File: src/rtl/spi_fpga_master_slave.sv
`timescale 1ns/1ps
// spi_fpga_master_slave: single-clock SPI master engine plus SPI slave engine with separate pin sets.
// Latency: master holds CS low for (2*PACK_LENGTH+2)*HALF clocks and pulses done as CS rises;
//          slave pins pass a 2-FF synchronizer, so MISO updates 3 clocks after a pin edge.
// Backpressure: none. Launch edges outside idle are dropped; the slave follows its external master.
// Ports: IN_CLOCK/IN_RESET_N (clock, async active-low reset);
//   master: IN_LAUNCH, IN_MASTER_DATA, IN_MISO -> OUT_MOSI, OUT_CS, OUT_SCLK,
//           OUT_MASTER_RECEIVE_DATA, OUT_MASTER_ACTION_DONE;
//   slave:  IN_SLAVE_TRANSMIT_DATA, IN_SLAVE_MOSI, IN_SLAVE_CS, IN_SLAVE_SCLK ->
//           OUT_SLAVE_MISO, OUT_SLAVE_RECEIVE_DATA, OUT_SLAVE_DONE.
module spi_fpga_master_slave #(
  parameter int BIT_PER_SECOND                    = 6250000,
  parameter int CLOCK_FREQUENCY                   = 50000000,
  parameter int PACK_LENGTH                       = 8,
  parameter int CPOL                              = 0,
  parameter int CPHA                              = 0,
  parameter int MASTER_PACK_BIT_SEQUENCE_TRANSMIT = 1,
  parameter int MASTER_PACK_BIT_SEQUENCE_RECEIVE  = 1,
  parameter int SLAVE_PACK_BIT_SEQUENCE_TRANSMIT  = 1,
  parameter int SLAVE_PACK_BIT_SEQUENCE_RECEIVE   = 1
) (
  input  logic                   IN_CLOCK,
  input  logic                   IN_RESET_N,
  input  logic                   IN_LAUNCH,
  input  logic [PACK_LENGTH-1:0] IN_MASTER_DATA,
  input  logic                   IN_MISO,
  output logic                   OUT_MOSI,
  output logic                   OUT_CS,
  output logic                   OUT_SCLK,
  output logic [PACK_LENGTH-1:0] OUT_MASTER_RECEIVE_DATA,
  output logic                   OUT_MASTER_ACTION_DONE,
  input  logic [PACK_LENGTH-1:0] IN_SLAVE_TRANSMIT_DATA,
  input  logic                   IN_SLAVE_MOSI,
  input  logic                   IN_SLAVE_CS,
  input  logic                   IN_SLAVE_SCLK,
  output logic                   OUT_SLAVE_MISO,
  output logic [PACK_LENGTH-1:0] OUT_SLAVE_RECEIVE_DATA,
  output logic                   OUT_SLAVE_DONE
);

  localparam int PL   = PACK_LENGTH;
  localparam int HALF = CLOCK_FREQUENCY / (2 * BIT_PER_SECOND);
  localparam int CW   = $clog2(HALF + 1);
  localparam int EW   = $clog2(2 * PL);
  localparam int BW   = $clog2(PL + 1);
  localparam int IW   = $clog2(PL);

  localparam logic [CW-1:0] HALF_M1   = CW'(HALF - 1);
  localparam logic [EW-1:0] LAST_EDGE = EW'(2 * PL - 1);
  localparam logic [BW-1:0] PL_CNT    = BW'(PL);
  localparam logic [BW-1:0] PL_LAST   = BW'(PL - 1);
  localparam logic          CPOL_B    = (CPOL != 0);
  localparam logic          CPHA_B    = (CPHA != 0);
  localparam logic          M_TX_MSB  = (MASTER_PACK_BIT_SEQUENCE_TRANSMIT != 0);
  localparam logic          M_RX_MSB  = (MASTER_PACK_BIT_SEQUENCE_RECEIVE != 0);
  localparam logic          S_TX_MSB  = (SLAVE_PACK_BIT_SEQUENCE_TRANSMIT != 0);
  localparam logic          S_RX_MSB  = (SLAVE_PACK_BIT_SEQUENCE_RECEIVE != 0);

  // Word position of the n-th bit on the wire for the chosen bit order.
  function automatic logic [IW-1:0] bit_idx(input logic [BW-1:0] n, input logic msb_first);
    logic [BW-1:0] k;
    k = msb_first ? (PL_LAST - n) : n;
    return k[IW-1:0];
  endfunction

  // ---------------------------------------------------------------- master
  typedef enum logic [2:0] {M_IDLE, M_SETUP, M_SHIFT, M_HOLD, M_DONE} m_state_t;

  m_state_t      m_state;
  logic          launch_q;
  logic [CW-1:0] m_cnt;
  logic [EW-1:0] m_edge;
  logic [PL-1:0] m_tx_word;
  logic [PL-1:0] m_rx_word;
  logic [BW-1:0] m_tx_cnt;
  logic [BW-1:0] m_rx_cnt;
  logic          launch_rise;
  logic          m_sample_edge;

  assign launch_rise   = IN_LAUNCH & ~launch_q;
  // The edge about to be produced is leading when SCLK currently sits at CPOL;
  // CPHA=0 samples on leading edges, CPHA=1 on trailing edges.
  assign m_sample_edge = (OUT_SCLK == CPOL_B) ^ CPHA_B;

  always_ff @(posedge IN_CLOCK or negedge IN_RESET_N) begin
    if (!IN_RESET_N) begin
      m_state                 <= M_IDLE;
      launch_q                <= 1'b0;
      m_cnt                   <= '0;
      m_edge                  <= '0;
      m_tx_word               <= '0;
      m_rx_word               <= '0;
      m_tx_cnt                <= '0;
      m_rx_cnt                <= '0;
      OUT_CS                  <= 1'b1;
      OUT_SCLK                <= CPOL_B;
      OUT_MOSI                <= 1'b0;
      OUT_MASTER_RECEIVE_DATA <= '0;
      OUT_MASTER_ACTION_DONE  <= 1'b0;
    end else begin
      launch_q               <= IN_LAUNCH;
      OUT_MASTER_ACTION_DONE <= 1'b0;
      case (m_state)
        M_IDLE: begin
          if (launch_rise) begin
            m_tx_word <= IN_MASTER_DATA;
            m_rx_word <= '0;
            m_rx_cnt  <= '0;
            m_cnt     <= '0;
            m_edge    <= '0;
            OUT_CS    <= 1'b0;
            if (!CPHA_B) begin
              // First bit must be on the wire before the first (sampling) edge.
              OUT_MOSI <= IN_MASTER_DATA[bit_idx('0, M_TX_MSB)];
              m_tx_cnt <= BW'(1);
            end else begin
              m_tx_cnt <= '0;
            end
            m_state <= M_SETUP;
          end
        end
        M_SETUP: begin
          if (m_cnt == HALF_M1) begin
            m_cnt   <= '0;
            m_state <= M_SHIFT;
          end else begin
            m_cnt <= m_cnt + 1'b1;
          end
        end
        M_SHIFT: begin
          if (m_cnt == HALF_M1) begin
            m_cnt    <= '0;
            OUT_SCLK <= ~OUT_SCLK;
            m_edge   <= m_edge + 1'b1;
            if (m_sample_edge) begin
              if (m_rx_cnt != PL_CNT) begin
                m_rx_word[bit_idx(m_rx_cnt, M_RX_MSB)] <= IN_MISO;
                m_rx_cnt <= m_rx_cnt + 1'b1;
              end
            end else if (m_tx_cnt != PL_CNT) begin
              // With CPHA=0 the counter is already exhausted at the final trailing edge.
              OUT_MOSI <= m_tx_word[bit_idx(m_tx_cnt, M_TX_MSB)];
              m_tx_cnt <= m_tx_cnt + 1'b1;
            end
            if (m_edge == LAST_EDGE) begin
              m_state <= M_HOLD;
            end
          end else begin
            m_cnt <= m_cnt + 1'b1;
          end
        end
        M_HOLD: begin
          if (m_cnt == HALF_M1) begin
            m_cnt                   <= '0;
            OUT_CS                  <= 1'b1;
            OUT_SCLK                <= CPOL_B;
            OUT_MOSI                <= 1'b0;
            OUT_MASTER_RECEIVE_DATA <= m_rx_word;
            OUT_MASTER_ACTION_DONE  <= 1'b1;
            m_state                 <= M_DONE;
          end else begin
            m_cnt <= m_cnt + 1'b1;
          end
        end
        M_DONE: begin
          m_state <= M_IDLE;
        end
        default: begin
          m_state <= M_IDLE;
        end
      endcase
    end
  end

  // ----------------------------------------------------------------- slave
  logic          sclk_meta, sclk_sync, sclk_prev;
  logic          cs_meta, cs_sync, cs_prev;
  logic          mosi_meta, mosi_sync;
  logic [PL-1:0] s_tx_word;
  logic [PL-1:0] s_rx_word;
  logic [PL-1:0] s_rx_next;
  logic [BW-1:0] s_tx_cnt;
  logic [BW-1:0] s_rx_cnt;
  logic          s_sample_edge;

  // Synchronized SCLK has just moved: leading when it left CPOL.
  assign s_sample_edge = (sclk_sync != CPOL_B) ^ CPHA_B;

  // Receive word including the bit sampled this clock, so completion can publish it directly.
  always_comb begin
    s_rx_next = s_rx_word;
    s_rx_next[bit_idx(s_rx_cnt, S_RX_MSB)] = mosi_sync;
  end

  always_ff @(posedge IN_CLOCK or negedge IN_RESET_N) begin
    if (!IN_RESET_N) begin
      sclk_meta              <= CPOL_B;
      sclk_sync              <= CPOL_B;
      sclk_prev              <= CPOL_B;
      cs_meta                <= 1'b1;
      cs_sync                <= 1'b1;
      cs_prev                <= 1'b1;
      mosi_meta              <= 1'b0;
      mosi_sync              <= 1'b0;
      s_tx_word              <= '0;
      s_rx_word              <= '0;
      s_tx_cnt               <= '0;
      s_rx_cnt               <= '0;
      OUT_SLAVE_MISO         <= 1'b0;
      OUT_SLAVE_RECEIVE_DATA <= '0;
      OUT_SLAVE_DONE         <= 1'b0;
    end else begin
      sclk_meta      <= IN_SLAVE_SCLK;
      sclk_sync      <= sclk_meta;
      sclk_prev      <= sclk_sync;
      cs_meta        <= IN_SLAVE_CS;
      cs_sync        <= cs_meta;
      cs_prev        <= cs_sync;
      mosi_meta      <= IN_SLAVE_MOSI;
      mosi_sync      <= mosi_meta;
      OUT_SLAVE_DONE <= 1'b0;
      if (cs_sync) begin
        // Deselected (or aborted): partial word is simply never published.
        OUT_SLAVE_MISO <= 1'b0;
      end else if (cs_prev) begin
        s_tx_word <= IN_SLAVE_TRANSMIT_DATA;
        s_rx_word <= '0;
        s_rx_cnt  <= '0;
        if (!CPHA_B) begin
          OUT_SLAVE_MISO <= IN_SLAVE_TRANSMIT_DATA[bit_idx('0, S_TX_MSB)];
          s_tx_cnt       <= BW'(1);
        end else begin
          s_tx_cnt <= '0;
        end
      end else if (sclk_sync != sclk_prev) begin
        if (s_sample_edge) begin
          // Saturated counter swallows any surplus edges before CS rises.
          if (s_rx_cnt != PL_CNT) begin
            s_rx_word <= s_rx_next;
            s_rx_cnt  <= s_rx_cnt + 1'b1;
            if (s_rx_cnt == PL_LAST) begin
              OUT_SLAVE_RECEIVE_DATA <= s_rx_next;
              OUT_SLAVE_DONE         <= 1'b1;
            end
          end
        end else if (s_tx_cnt != PL_CNT) begin
          OUT_SLAVE_MISO <= s_tx_word[bit_idx(s_tx_cnt, S_TX_MSB)];
          s_tx_cnt       <= s_tx_cnt + 1'b1;
        end
      end
    end
  end

endmodule

File: config.mk
export PLATFORM = sky130hd
export DESIGN_NAME = spi_fpga_master_slave
export DESIGN_NICKNAME = d
export VERILOG_FILES = /design/src/rtl/spi_fpga_master_slave.sv
export SDC_FILE = /design/constraint.sdc
export NUM_CORES = 1
export LEC_CHECK = 0
export CAP_MARGIN = 20
export CORE_MARGIN = 8
export CORE_UTILIZATION = 68
export CTS_CLUSTER_DIAMETER = 80
export DETAILED_ROUTE_END_ITERATION = 8
export DONT_BUFFER_PORTS = 1
export HOLD_SLACK_MARGIN = 0.15
export PLACE_DENSITY_LB_ADDON = 0.3
export SLEW_MARGIN = 20
export SYNTH_ARGS = -nofsm -noshare
export SYNTH_HDL_FRONTEND = slang
export SYNTH_SLANG_ARGS = --single-unit
File: constraint.sdc
create_clock -name IN_CLOCK -period 5 [get_ports IN_CLOCK]
set_clock_uncertainty 0.2 [all_clocks]
set_input_delay 1.5 -clock IN_CLOCK [delete_from_list [all_inputs] [get_ports IN_CLOCK]]
set_output_delay 1.5 -clock IN_CLOCK [all_outputs]
set_load 0.03 [all_outputs]
power_grid.png
(4 px per um) Pins as bars on the die edge.
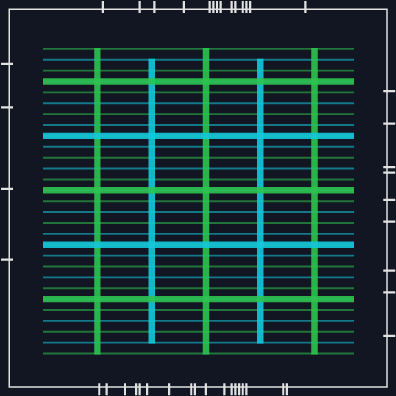
VDD -> cyan
VSS -> green
rows = 28
met4 straps = 5
die y size: 94.0 um
CORE AREA: 0.00592 sq mm

placement_by_type.png
(3 px per um) Fill, decap, tap and diode cells in gray.
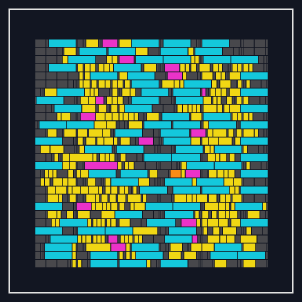
sequential cells -> cyan  # cells 89, share of their area 52%
clock drivers and dummy loads -> magenta  # cells 16, share of their area 4.8%
combinational and other logic -> yellow  # cells 283, share of their area 43%
remaining buffers and delay cells -> orange  # cells 1, share of their area 0.24%
Site Rows: 28
Finished Cell Area: 0.00435 sq mm
Seq area share: 51.3%
final design utilization: 73.5%

==> results.tsv <==
stage	metric	value	unit
synth	synthTopLogicFamily	simple AND/OR/NAND/NOR gates	
hold_path	hold-path-endpoint	mosi_sync$_DFF_PN0_	
clock_network	clock.latency.late_pin	360	ps
critical_path	arrival	2960	ps
timing	period_needed	2910	ps
run_status	status	finished clean	
timing	fin_ws	2090	ps
power	peakVddDrop	0.349	mV
floorplan	fp-utilization	69.9	%
power	p_sw	0.667	mW
run	warning_count	30	
synth	ys_cells	391	
synth	ys_seq_elements	89	
placement	dpl.hpwl	5.37	mm
clock_network	postCtsSetupRepairBufs	0	
power	power_leader	registers	
run	drv_cap	0	
drt	drt_drc_violations_left	0	
critical_path	required	5050	ps
timing	rsz0062_at_grt	no	
synth	compound_area_share	11.3	%
critical_path	startpoint_type	primary input	
power	seq-power	1.03	mW
timing	period_used_share	58.2	%
finish	drive_gt1_share	11.8	%
drt	drt_iter0_drc	123	
synth	synth_top_area_share	51.4	%
drt	via_per_inst	6.03	
clock_network	cts-root-buf	clkbuf_8	
power	powerComb	0.431	mW
critical_path	critPathMaxFanout	14	
global_routing	grt_pass1_vias	2754	
clock_network	clockBufferDepth	2	
finish	stdcell_count	464	
critical_path	r2r-end	OUT_MASTER_RECEIVE_DATA[5]$_DFFE_PN0P_	
power	p_int	1.30	mW
timing	hold_viol_final	0	
synth	synth.distinct_cells	48	
finish	antenna_cells	0	
critical_path	end_kind	flip-flop	
drt	wl	7.94	mm
placement	io_buffer_count	0	
synth	synthArstFlopShare	100	%
synth	adder_share	3.32	%
synth	ys_sh_mux	9.91	%
drt	via_count	2800	
global_routing	grt_pass1_wl	13.3	mm
power	power.share.clock	25.9	%
timing	fmax	0.344	GHz
power	p_seq_share	52.2	%
finish	mostFrequentLayoutCell	dfrtp_1	
critical_path	r2r_cells	5	
synth	netlist_area	0.00414	sq mm
placement	dp.cells	447	
clock_network	cts.sinks	89	
global_routing	grt_overflow	0	
global_routing	antenna_found_initial	0	
synth	syn_nets	425	
synth	yosysMostFrequentCell	dfrtp_1	
critical_path	endpoint	m_rx_cnt[0]$_DFFE_PN0P_	
critical_path	path_class	primary input to flip-flop	
critical_path	cp-startpoint	IN_LAUNCH	
drt	drt-wirelength-per-cell	17.1	um
timing	setup_violations	0	
critical_path	worstReg2RegStart	m_cnt[0]$_DFFE_PN0P_	
power	pg_clk	0.511	mW
finish	nets	418	
drt	ant_nets	0	
synth	ys_sh_simple	16.7	%
synth	xor_share	1.27	%
==> worst max-delay path, stage by stage <==
cell     delay, ps
or4b_1         480
nor2_2         470
o21ai_0        210
mux2_2         290
==> timing repair <==
| item | 4_1_cts | 5_1_grt |
|---|---|---|
| hold buffers | 0 | 1 |
| endpoints found under the hold margin | 0 | 1 |
| setup endpoints to repair | 0 | 0 |
==> final cells by class <==
type,count,area [sq um]
Timing Repair Buffer,1,10.0
Clock inverter,4,51.3
Multi-Input combinational cell,270,1760
Clock buffer,12,155
Sequential cell,89,2230
Fill cell,388,1570
Tap cell,75,93.8
Inverter,13,48.8
==> registers in the layout, indices dropped and copies added, names as in the netlist, 4 cells and up <==
register	count
OUT_MASTER_RECEIVE_DATA	8
OUT_SLAVE_RECEIVE_DATA	8
m_rx_word	8
m_tx_word	8
s_rx_word	8
s_tx_word	8
m_edge	4
m_rx_cnt	4
m_tx_cnt	4
s_rx_cnt	4
s_tx_cnt	4
==> per-layer routing <==
metal  share of wire [%]  global-route usage, %
met4                 1.2                   8.06
met2                  51                   31.3
met1                  44                   23.6
met5                   0                      0
met3                 4.3                   4.48
==> logic make-up (layout without fill, tap and decap cells) <==
group / count (synthesis) / in the layout
compound gates: 79 / 79
xor+xnor: 6 / 6
fa+ha+maj: 11 / 11
buf+inv: 32 / 30
flops: 89 / 89
mux: 36 / 36
simple gates: 138 / 138
==> metrics by stage <==
stage               area (sq um)  total power, mW
floorplan                   4140             1.38
global placement            4140             1.44
detailed placement          4140             1.47
CTS                         4340             1.97
global route                4350             2.09
finish                      4350             1.97
Power figures rest on the tool's default switching activity, not on a simulated workload.
